<file path="config.mk">
export PLATFORM = sky130hd
export DESIGN_NAME = mem_arbiter_flat
export DESIGN_NICKNAME = d
export VERILOG_FILES = /design/src/rtl/mem_arb_pkg.sv /design/src/rtl/mem_arbiter_if.sv /design/src/rtl/mem_arb_starve_ctr.sv /design/src/rtl/mem_arbiter.sv /design/src/flat_wrapper.sv
export SDC_FILE = /design/constraint.sdc
export NUM_CORES = 1
export LEC_CHECK = 0
export ABC_CLOCK_PERIOD_IN_PS = 1800
export CORE_AREA = 3 3 106 108
export DETAILED_ROUTE_END_ITERATION = 7
export DIE_AREA = 0 0 109 111
export GPL_TIMING_DRIVEN = 0
export HOLD_SLACK_MARGIN = 0.05
export SYNTH_ARGS = -nofsm -noshare
export SYNTH_HDL_FRONTEND = slang
export SYNTH_HIERARCHICAL = 1
export SYNTH_SLANG_ARGS = --single-unit
</file>
<file path="constraint.sdc">
create_clock -name clk -period 1.8 [get_ports clk]
set_clock_uncertainty 0.15 [all_clocks]
set_input_delay 0.27 -clock clk [delete_from_list [all_inputs] [get_ports clk]]
set_output_delay 0.27 -clock clk [all_outputs]
set_load 0.1 [all_outputs]
</file>
<file path="src/rtl/mem_arb_pkg.sv">
// Shared types for the instruction/data memory arbiter.
// State and owner encodings plus the starvation counter width.
package mem_arb_pkg;

    localparam int STARVE_CNT_W = 4;

    typedef enum logic [1:0] {
        IDLE,
        BUSY_I,
        BUSY_D
    } state_e;

    typedef enum logic {
        OWN_I,
        OWN_D
    } owner_e;

    function automatic state_e busy_of(input owner_e o);
        return (o == OWN_I) ? BUSY_I : BUSY_D;
    endfunction

endpackage

</file>
<file path="src/rtl/mem_arbiter_if.sv">
// Fetch port, data port and memory-side bundle of the arbiter.
// slave is the arbiter's view, master the environment's view.
interface mem_arbiter_if;

    logic        i_req;
    logic [31:0] i_addr;
    logic        i_gnt;
    logic        i_rvalid;
    logic [31:0] i_rdata;

    logic        d_req;
    logic [31:0] d_addr;
    logic [31:0] d_wdata;
    logic [3:0]  d_wen;
    logic        d_gnt;
    logic        d_rvalid;
    logic [31:0] d_rdata;

    logic        m_req;
    logic [31:0] m_addr;
    logic [31:0] m_wdata;
    logic [3:0]  m_wen;
    logic        m_ready;
    logic        m_rvalid;
    logic [31:0] m_rdata;

    modport slave (
        input  i_req, i_addr,
        output i_gnt, i_rvalid, i_rdata,
        input  d_req, d_addr, d_wdata, d_wen,
        output d_gnt, d_rvalid, d_rdata,
        output m_req, m_addr, m_wdata, m_wen,
        input  m_ready, m_rvalid, m_rdata
    );

    modport master (
        output i_req, i_addr,
        input  i_gnt, i_rvalid, i_rdata,
        output d_req, d_addr, d_wdata, d_wen,
        input  d_gnt, d_rvalid, d_rdata,
        input  m_req, m_addr, m_wdata, m_wen,
        output m_ready, m_rvalid, m_rdata
    );

endinterface

</file>
<file path="src/rtl/mem_arb_starve_ctr.sv">
// Saturating count of cycles a fetch request has waited ungranted.
// hit flags that the wait has reached LIMIT.
module mem_arb_starve_ctr
    import mem_arb_pkg::*;
#(
    parameter int unsigned LIMIT = 4
) (
    input  logic                    clk,
    input  logic                    rst_n,
    input  logic                    i_req,
    input  logic                    i_gnt,
    output logic [STARVE_CNT_W-1:0] cnt,
    output logic                    hit
);

    localparam logic [STARVE_CNT_W-1:0] CMAX = '1;
    localparam logic [STARVE_CNT_W-1:0] LIM  = STARVE_CNT_W'(LIMIT);

    always_ff @(posedge clk) begin
        if (!rst_n) begin
            cnt <= '0;
        end else if (!i_req || i_gnt) begin
            cnt <= '0;
        end else if (cnt != CMAX) begin
            cnt <= cnt + 1'b1;
        end
    end

    assign hit = (cnt >= LIM);

endmodule

</file>
<file path="src/rtl/mem_arbiter.sv">
// Two-master single-outstanding memory arbiter: data wins by default,
// fetch wins once it has waited STARVE_LIMIT cycles.
module mem_arbiter
    import mem_arb_pkg::*;
#(
    parameter int unsigned STARVE_LIMIT = 4
) (
    input  logic          clk,
    input  logic          rst_n,
    mem_arbiter_if.slave  bus,
    output logic          err_stray
);

    state_e                  state;
    state_e                  state_n;
    owner_e                  win;
    logic                    issue_ok;
    logic                    acc;
    logic                    rsp_done;
    logic                    starve_hit;
    logic [STARVE_CNT_W-1:0] starve_cnt;

    mem_arb_starve_ctr #(
        .LIMIT (STARVE_LIMIT)
    ) u_starve (
        .clk   (clk),
        .rst_n (rst_n),
        .i_req (bus.i_req),
        .i_gnt (bus.i_gnt),
        .cnt   (starve_cnt),
        .hit   (starve_hit)
    );

    // A new request may go out in the same cycle the previous one returns.
    always_comb begin
        issue_ok = rst_n && (state == IDLE || bus.m_rvalid);
        rsp_done = rst_n && (state != IDLE) && bus.m_rvalid;
        win = OWN_D;
        if (bus.i_req && (starve_hit || !bus.d_req)) begin
            win = OWN_I;
        end
        bus.m_req   = issue_ok && (bus.i_req || bus.d_req);
        bus.m_addr  = (win == OWN_I) ? bus.i_addr : bus.d_addr;
        bus.m_wen   = (win == OWN_I) ? 4'b0000 : bus.d_wen;
        bus.m_wdata = bus.d_wdata;
        acc         = bus.m_req && bus.m_ready;
        bus.i_gnt   = acc && (win == OWN_I);
        bus.d_gnt   = acc && (win == OWN_D);
        bus.i_rvalid = rsp_done && (state == BUSY_I);
        bus.d_rvalid = rsp_done && (state == BUSY_D);
        bus.i_rdata  = bus.i_rvalid ? bus.m_rdata : '0;
        bus.d_rdata  = bus.d_rvalid ? bus.m_rdata : '0;
    end

    always_comb begin
        state_n = state;
        unique case (1'b1)
            acc:              state_n = busy_of(win);
            !acc && rsp_done: state_n = IDLE;
            default:          state_n = state;
        endcase
    end

    always_ff @(posedge clk) begin
        if (!rst_n) begin
            state <= IDLE;
        end else begin
            state <= state_n;
        end
    end

    // Responses arriving with nothing outstanding are dropped but remembered.
    always_ff @(posedge clk) begin
        if (!rst_n) begin
            err_stray <= 1'b0;
        end else if (state == IDLE && bus.m_rvalid) begin
            err_stray <= 1'b1;
        end
    end

endmodule

</file>
<file path="src/flat_wrapper.sv">
// flat-port wrapper written by rule: the top's interface ports become plain ports
module mem_arbiter_flat import mem_arb_pkg::*;
#(
    parameter int unsigned STARVE_LIMIT = 4
)
  (clk, rst_n, err_stray, bus_i_req, bus_i_addr, bus_i_gnt, bus_i_rvalid, bus_i_rdata, bus_d_req, bus_d_addr, bus_d_wdata, bus_d_wen, bus_d_gnt, bus_d_rvalid, bus_d_rdata, bus_m_req, bus_m_addr, bus_m_wdata, bus_m_wen, bus_m_ready, bus_m_rvalid, bus_m_rdata);
  mem_arbiter_if bus_i ();
  input  logic clk;
  input  logic rst_n;
  output logic err_stray;
  input wire logic [$bits(bus_i.i_req)-1:0] bus_i_req;
  input wire logic [$bits(bus_i.i_addr)-1:0] bus_i_addr;
  output wire logic [$bits(bus_i.i_gnt)-1:0] bus_i_gnt;
  output wire logic [$bits(bus_i.i_rvalid)-1:0] bus_i_rvalid;
  output wire logic [$bits(bus_i.i_rdata)-1:0] bus_i_rdata;
  input wire logic [$bits(bus_i.d_req)-1:0] bus_d_req;
  input wire logic [$bits(bus_i.d_addr)-1:0] bus_d_addr;
  input wire logic [$bits(bus_i.d_wdata)-1:0] bus_d_wdata;
  input wire logic [$bits(bus_i.d_wen)-1:0] bus_d_wen;
  output wire logic [$bits(bus_i.d_gnt)-1:0] bus_d_gnt;
  output wire logic [$bits(bus_i.d_rvalid)-1:0] bus_d_rvalid;
  output wire logic [$bits(bus_i.d_rdata)-1:0] bus_d_rdata;
  output wire logic [$bits(bus_i.m_req)-1:0] bus_m_req;
  output wire logic [$bits(bus_i.m_addr)-1:0] bus_m_addr;
  output wire logic [$bits(bus_i.m_wdata)-1:0] bus_m_wdata;
  output wire logic [$bits(bus_i.m_wen)-1:0] bus_m_wen;
  input wire logic [$bits(bus_i.m_ready)-1:0] bus_m_ready;
  input wire logic [$bits(bus_i.m_rvalid)-1:0] bus_m_rvalid;
  input wire logic [$bits(bus_i.m_rdata)-1:0] bus_m_rdata;
  assign bus_i.i_req = bus_i_req;
  assign bus_i.i_addr = bus_i_addr;
  assign bus_i_gnt = bus_i.i_gnt;
  assign bus_i_rvalid = bus_i.i_rvalid;
  assign bus_i_rdata = bus_i.i_rdata;
  assign bus_i.d_req = bus_d_req;
  assign bus_i.d_addr = bus_d_addr;
  assign bus_i.d_wdata = bus_d_wdata;
  assign bus_i.d_wen = bus_d_wen;
  assign bus_d_gnt = bus_i.d_gnt;
  assign bus_d_rvalid = bus_i.d_rvalid;
  assign bus_d_rdata = bus_i.d_rdata;
  assign bus_m_req = bus_i.m_req;
  assign bus_m_addr = bus_i.m_addr;
  assign bus_m_wdata = bus_i.m_wdata;
  assign bus_m_wen = bus_i.m_wen;
  assign bus_i.m_ready = bus_m_ready;
  assign bus_i.m_rvalid = bus_m_rvalid;
  assign bus_i.m_rdata = bus_m_rdata;
  mem_arbiter #(.STARVE_LIMIT(STARVE_LIMIT)) u_core (.clk(clk), .rst_n(rst_n), .bus(bus_i), .err_stray(err_stray));
endmodule
</file>
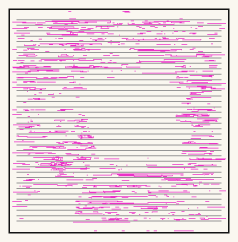
(run_1/met1.png)
Scale: 2 px per micron. Supply wires on this layer in grey.
wire length on this layer = 3010 microns
share of all routed wire = 31%
GR Util met1: 14.3%
Total Wirelength: 9760 microns
via count: 2296

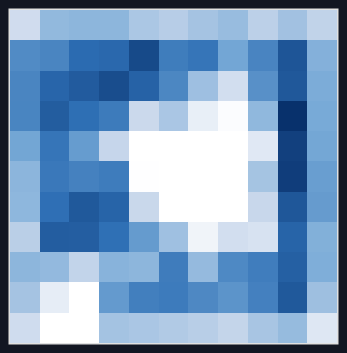
(run_1/density.png)
Scale: 3 px per micron. The die is cut into 11 by 11 equal tiles; white is low, dark blue is high, 0 to 100% covered.
mean over tiles = 46%
nearly empty tiles = 12%
emptiest ninth of the die = centre
fullest tile = 100%
tiles over 75% full = 17%

==> impl_metrics.csv, run 1 <==
group,metric,value,unit
run_status,status,"finished with violations",
run_status,violations,"setup timing",
final_timing,fin_ws,-0.382,ns
power_and_ir_drop,p_comb,1.93,mW
detailed_routing,dr_wl_met2,5680,microns
critical_path,critPathLaunchType,"register",
final_timing,tns,-15.26,ns
critical_path,cp.depth,6,
power_and_ir_drop,power.density,401,mW/mm^2
floorplan,die-area,0.0121,sq mm
layout,syn_to_final_growth,291,%
floorplan,ios,276,
synthesis,ys_top_logic_family,"simple AND/OR/NAND/NOR gates",
min_path,whs_endpoint,"u_core/err_stray",
global_routing,grt_max_degree,11,
layout,logic_gate_count,132,
critical_path,critPathBufInv,3,
global_routing,grt-ovfl-total,0,
detailed_routing,routedWlPerCell,16.7,microns
clock_network,cts_max_path_buffers,2,
floorplan,rows,37,
synthesis,area_leaders,"and2_1, mux2_2, buf_4",
critical_path,cp-end-kind,"primary output",
layout,final_common_cell,"buf_12",
layout,most-common-layout-cells,"buf_12, clkdlybuf4s50_1, and2_4",
floorplan,fp.dieW,109,microns
global_routing,antenna_found_initial,0,
layout,final_area,0.00578,sq mm
final_timing,setup_viol,100,
power_and_ir_drop,seq_cell_power,0.166,mW
synthesis,yosys_area,0.00148,sq mm
synthesis,ys_seq_share,9.48,%
detailed_routing,viasPerCell,3.92,
clock_network,cts_buffers,3,
clock_network,tritoncts,"built",
clock_network,cts.clk_slew.worst_paths,0.04,ns
layout,largest_reg_flops,4,
global_routing,grt_pass1_wl,14300,microns
clock_network,ctsHoldBuffers,0,
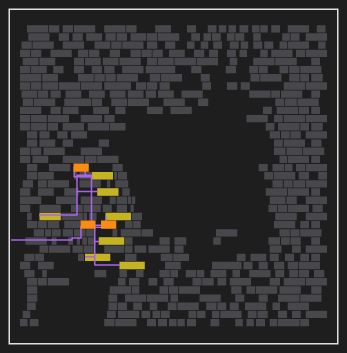
(run_1/clock_map.png)
Scale: 3 px per micron.
clock wires -> purple  # length 131 microns
cells driving clock nets -> orange  # count 3
flip-flops -> yellow  # count 7
routed clock nets = 4
clock share of power: 9.5%
Latency at later pin: 0.22 ns
Clk. pwr: 0.221 mW

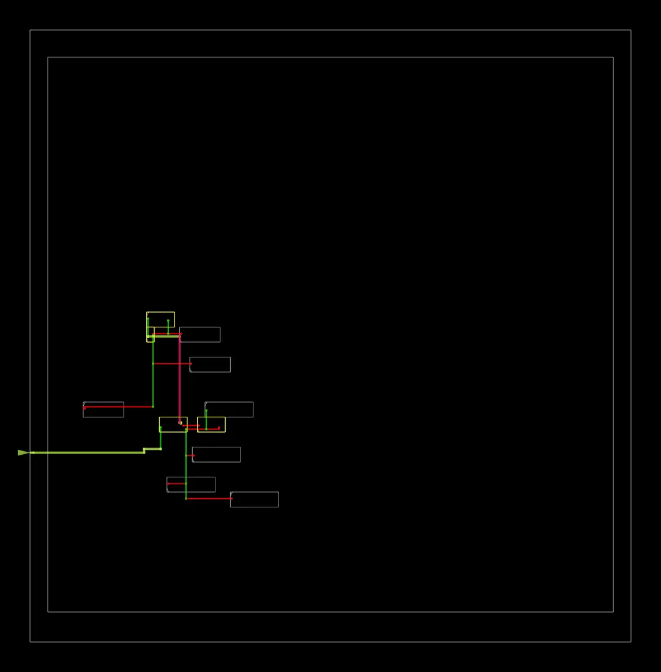
(run_1/final_clocks.png)
sequential cell count: 7
CLK BUF: 4

--- run 2 (diff from run 1) ---
Settings changed: CORE_AREA 3 3 106 108 to 3 3 105 107, CTS_CLUSTER_SIZE from default to 16, DIE_AREA 0 0 109 111 to 0 0 108 110, DONT_BUFFER_PORTS from default to 1.
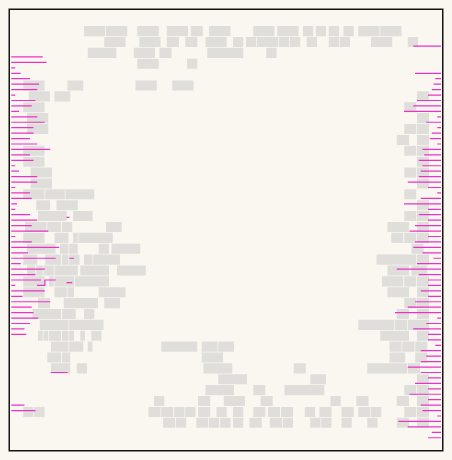
(run_2/met3.png)
Scale: 4 px per micron. Cells faint in the background.
longest straight run = 11.7 microns
nets with wire on the layer = 125
main direction = horizontal
wire length on this layer = 589 microns
share of all routed wire = 9.4%
Total Wirelength: 6270 microns
via count: 1436
Global Route met3 Usage: 1.16%

==> impl_metrics.csv, run 2 <==
group,metric,value,unit
layout,logic_gate_count,132,
clock_network,cts_buffers,3,
min_path,whs_endpoint,"u_core/err_stray",
global_routing,grt_max_degree,11,
layout,largest_reg_flops,4,
critical_path,critPathLaunchType,"register",
floorplan,fp.dieW,108,microns
critical_path,critPathBufInv,3,
clock_network,ctsHoldBuffers,2,
synthesis,ys_top_logic_family,"simple AND/OR/NAND/NOR gates",
layout,nClkBuffers,4,
detailed_routing,dr_wl_met2,3490,microns
critical_path,cp-end-kind,"primary output",
detailed_routing,viasPerCell,4.09,
synthesis,yosys.area_share.simple,38.4,%
power_and_ir_drop,seq_cell_power,0.180,mW
detailed_routing,routedWlPerCell,17.9,microns
clock_network,tritoncts,"built",
final_timing,fin_ws,-0.355,ns
floorplan,rows,37,
synthesis,area_leaders,"and2_1, mux2_2, buf_4",
layout,most-common-layout-cells,"and2_4, buf_4, mux2_4",
power_and_ir_drop,powerClk,0.226,mW
synthesis,ys_seq_share,9.48,%
clock_network,cts_max_path_buffers,2,
layout,syn_to_final_growth,75.1,%
final_timing,tns,-24.03,ns
clock_network,cts.clk_slew.worst_paths,0.04,ns
layout,nNonClkInverters,1,
run_status,violations,"setup timing",
power_and_ir_drop,power.density,645,mW/mm^2
global_routing,use_met1,9.23,%
final_timing,setup_viol,106,
layout,final_area,0.00259,sq mm
critical_path,crit_end,"bus_m_addr[30]",
power_and_ir_drop,p_comb,1.26,mW
global_routing,antenna_found_initial,0,
run_status,status,"finished with violations",
floorplan,ios,276,
layout,nFlopsAndLatches,7,
layout,final_common_cell,"and2_4",
synthesis,yosys_area,0.00148,sq mm
power_and_ir_drop,p_int,0.570,mW
global_routing,grt_pass1_wl,7670,microns
critical_path,cp.depth,6,
global_routing,grt-ovfl-total,0,
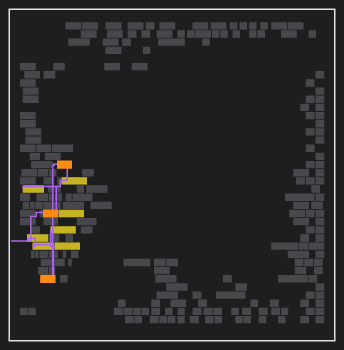
(run_2/clock_map.png)
Scale: 3 px per micron.
flip-flops -> yellow  # count 7
cells driving clock nets -> orange  # count 3
clock wires -> purple  # length 129 microns
routed clock nets = 4
clock share of power: 13.5%
Latency at later pin: 0.23 ns

Power and IR drop assume default switching activity.
